<file path="config.mk">
export PLATFORM = sky130hd
export DESIGN_NAME = fifo_rd_drain
export DESIGN_NICKNAME = d
export VERILOG_FILES = /design/src/rtl/fifo_rd_drain.sv
export SDC_FILE = /design/constraint.sdc
export NUM_CORES = 1
export LEC_CHECK = 0
export CORE_MARGIN = 2
export CORE_UTILIZATION = 50
export CTS_BUF_LIST = sky130_fd_sc_hd__clkbuf_16
export DETAILED_ROUTE_END_ITERATION = 10
export GPL_TIMING_DRIVEN = 1
export HOLD_SLACK_MARGIN = 0.12
export PLACE_DENSITY_LB_ADDON = 0.3
export SLEW_MARGIN = 15
export SYNTH_ARGS = -nofsm -noshare
export SYNTH_HDL_FRONTEND = slang
export SYNTH_SLANG_ARGS = --single-unit
export TNS_END_PERCENT = 30
</file>
<file path="constraint.sdc">
create_clock -name r_clk -period 4.8 [get_ports r_clk]
set_clock_uncertainty 0.05 [all_clocks]
set_input_delay 0.96 -clock r_clk [delete_from_list [all_inputs] [get_ports r_clk]]
set_output_delay 0.96 -clock r_clk [all_outputs]
set_load 0.03 [all_outputs]
</file>
<file path="src/rtl/fifo_rd_drain.sv">
// fifo_rd_drain: drains the read port of an async FIFO into a credit-checked skid buffer
// and presents the words in FIFO order on a valid/ready stream.
module fifo_rd_drain #(
    parameter int WIDTH     = 8,
    parameter int BUF_DEPTH = 2,
    parameter int CNT_W     = 16
) (
    input  logic             r_clk,
    input  logic             r_rst,
    input  logic             drain_en,
    input  logic             empty,
    input  logic [WIDTH-1:0] fifo_dout,
    output logic             r_en,
    output logic [WIDTH-1:0] out_data,
    output logic             out_valid,
    input  logic             out_ready,
    output logic             busy,
    output logic [CNT_W-1:0] rd_count
);
    localparam int PW = $clog2(BUF_DEPTH);
    localparam int OW = $clog2(BUF_DEPTH + 1);

    typedef enum logic [1:0] {IDLE, RUN, STOP} state_t;

    state_t           state, state_next;
    logic [WIDTH-1:0] mem [BUF_DEPTH];
    logic [PW-1:0]    head, tail;
    logic [OW-1:0]    occ;
    logic             inflight, pop, credit;

    function automatic logic [PW-1:0] nxt(input logic [PW-1:0] p);
        return (p == PW'(BUF_DEPTH - 1)) ? '0 : p + PW'(1);
    endfunction

    assign pop       = out_valid & out_ready;
    assign out_valid = occ != '0;
    assign out_data  = out_valid ? mem[head] : '0;
    assign busy      = (state != IDLE) | out_valid | inflight;
    // A slot freed by this cycle's pop can be claimed by a read issued in the same cycle.
    assign credit    = (OW+1)'(occ) + (OW+1)'(inflight) < (OW+1)'(BUF_DEPTH) + (OW+1)'(pop);

    always_comb begin
        state_next = state;
        r_en       = 1'b0;
        case (state)
            IDLE: state_next = drain_en ? RUN : IDLE;
            RUN: begin
                state_next = drain_en ? RUN : STOP;
                r_en       = !r_rst && !empty && credit;
            end
            STOP: state_next = drain_en ? RUN : (!inflight && !out_valid) ? IDLE : STOP;
            default: state_next = IDLE;
        endcase
    end

    always_ff @(posedge r_clk) begin
        if (r_rst) begin
            state    <= IDLE;
            inflight <= 1'b0;
            occ      <= '0;
            head     <= '0;
            tail     <= '0;
            rd_count <= '0;
        end else begin
            state    <= state_next;
            inflight <= r_en;
            occ      <= occ + OW'(inflight) - OW'(pop);
            tail     <= inflight ? nxt(tail) : tail;
            head     <= pop ? nxt(head) : head;
            rd_count <= rd_count + CNT_W'(pop);
        end
    end

    always_ff @(posedge r_clk) begin
        if (!r_rst && inflight)
            mem[tail] <= fifo_dout;
    end
endmodule

</file>
### Sequential cells grouped by signal name

(8 px per um) Other sequential cells in the stronger grey, the rest of the logic in the fainter grey.
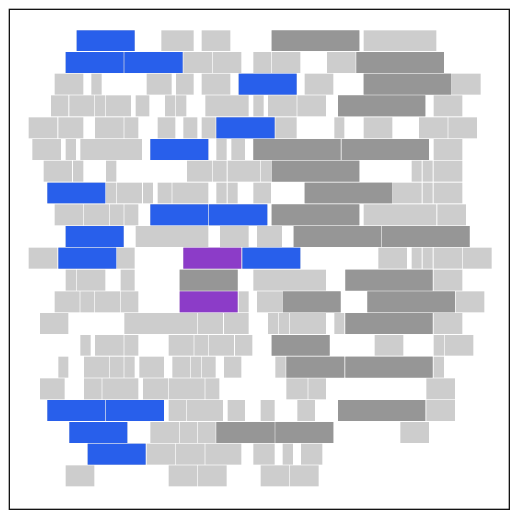
netlist name	colour	sequential cells
rd_count	blue	16
occ	purple	2
not coloured	22
utilization after layout: 68.9%
Seq area share: 42.2%

### The metal 1 layer

(4 px per um)
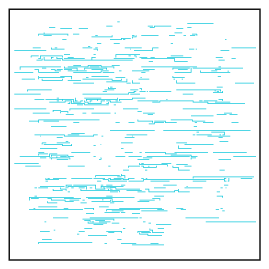
longest straight run	21.6 um
main direction	horizontal
nets with wire on the layer	192
wire length on this layer	1400 um
final WL: 3.23 mm
vias: 1222

### Layout detail

Region (34, 34) to (59, 59) um. Cells in grey, sequential cells in the stronger grey; small squares are vias.
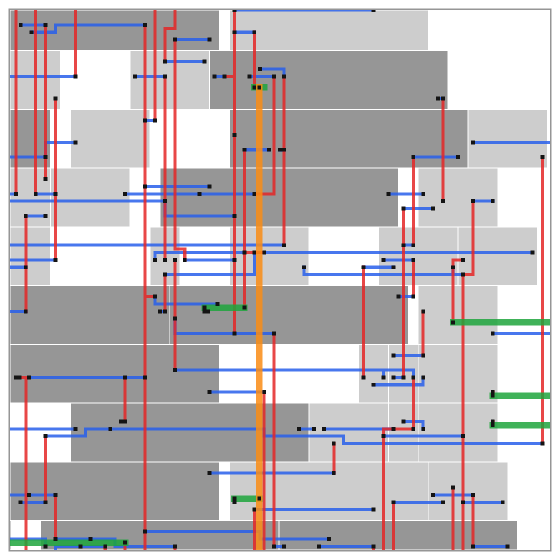
layer	colour
M2	red
M4	orange
M1	blue
M3	green
sequential cells in the window	11
netlist names of flops here include	mem (11)
most frequent	edfxtp_1 (11), clkdlybuf4s50_1 (10), mux2i_1 (5)
cells with their middle in the window	33

==> results.py <==
# Metrics from the implementation run
metrics = {
    "cells_and_area": {
        "fill_cells": 261,
        "final_common_cell": "clkdlybuf4s50_1",
    },
    "logic_synthesis": {
        "compound_area_share_pct": 3.16,
        "yosysSeqAreaShare_pct": 56.5,
    },
    "timing": {
        "rsz0062_at_grt": "false",
        "min_period_ns": 3.62,
    },
    "clocking": {
        "cts.sinks": 40,
        "cts_hold_buf": 0,
        "clockBufferDepth": 2,
        "cts_tree": "done",
    },
    "outcome": {
        "status": "complete, no violations",
    },
    "global_routing": {
        "grt_pass1_vias": 1208,
        "grtUsageMet2_pct": 30.4,
    },
    "place": {
        "dp_cells": 232,
    },
    "floorplan": {
        "core_mm2": 0.00331,
        "dieHeight_um": 62.3,
        "initial_utilization_pct": 51.4,
        "die_area_mm2": 0.00388,
    },
    "setup_path": {
        "cpMaxStageDelayCell": "clkdlybuf4s50_1",
        "worstPathRequired_ns": 3.79,
        "endpoint_kind": "output port",
    },
    "power": {
        "peakVddDrop_mv": 0.231,
        "p_leak_nw": 0.834,
        "seq_power_share_pct": 41.2,
    },
    "job": {
        "warnings": 26,
    },
    "detailed_routing": {
        "vias_per_cell": 5.09,
    },
}
-- per-stage QoR --
step	util [%]	setup WS (ns)	power [W]	hold WS, ns	area [um2]
after floorplan	-	2.04	0.000576	0.383	1700
after global placement	64.5	1.19	0.000676	0.396	2140
after detailed placement	64.5	1.18	0.000683	0.423	2140
after CTS	68.7	1.18	0.000993	0.429	2270
after global routing	68.9	1.08	0.00103	0.456	2280
final	68.9	1.18	0.000984	0.426	2280
-- cells by family after synthesis --
group,count (synthesis)
buf+inv,7
xor+xnor,16
mux,11
flops,40
fa+ha+maj,4
compound gates,8
simple gates,65
-- per-layer routing --
metal | up-vias | share of wire, %
li1 | 608 | -
met1 | 571 | 43
met2 | 34 | 49
met3 | 9 | 4.8
met4 | 0 | 2.8
met5 | - | 0
-- flip-flops by register name, summed over array words and instances (netlist names), named ones only --
| signal | count |
|---|---|
| tail | 1 |
| occ | 2 |
| mem | 16 |
| state | 2 |
| head | 1 |
| inflight | 1 |
| rd_count | 16 |
-- area by class of cell --
type | count | area, um2 | share of cell area [%]
Multi-Input combinational cell | 104 | 717 | 31.4
Clock inverter | 3 | 13.8 | 0.604
Clock buffer | 5 | 125 | 5.49
Timing Repair Buffer | 40 | 398 | 17.5
Tap cell | 46 | 57.6 | 2.52
Inverter | 2 | 7.51 | 0.329
Sequential cell | 40 | 961 | 42.2
-- power groups by stage --
stage / combinational [W] / sequential [W] / clock [W]
finish: 0.000269 / 0.000406 / 0.000310
global route: 0.000286 / 0.000411 / 0.000331
CTS: 0.000271 / 0.000406 / 0.000316
detailed placement: 0.000271 / 0.000413 / 0
global placement: 0.000265 / 0.000411 / 0
floorplan: 0.000173 / 0.000403 / 0
-- synth_stat cells, drive strengths merged --
| cell | n |
|---|---|
| buf | 3 |
| nor4 | 2 |
| xnor2 | 8 |
| inv | 2 |
| nor3 | 4 |
| o21ai | 3 |
| or4 | 1 |
| edfxtp | 16 |
| mux2i | 8 |
| and3b | 1 |
| and2 | 2 |
| o2111ai | 1 |
| or3 | 1 |
| nor3b | 1 |
| xor2 | 8 |
| nand2b | 1 |
| nand3 | 7 |
| ha | 4 |
| a211oi | 2 |
| and4 | 2 |
| nor2 | 29 |
| nand4 | 4 |
| a21oi | 1 |
| nand2 | 4 |
| o211a | 1 |
| nor2b | 6 |
| dfxtp | 24 |
| clkbuf | 2 |
| mux2 | 3 |
-- final timing paths --
check | cells after the start | start | slack (ns) | endpoint
setup / recovery | 5 | out_ready | 1.18 | r_en
hold reg to reg | 1 | state[1] | 0.43 | state[0]
hold / removal | 1 | state[1] | 0.43 | state[0]
setup reg to reg | 8 | occ[0] | 2.81 | occ[1]
No activity file was given, so power comes from the tool's default toggle rates.
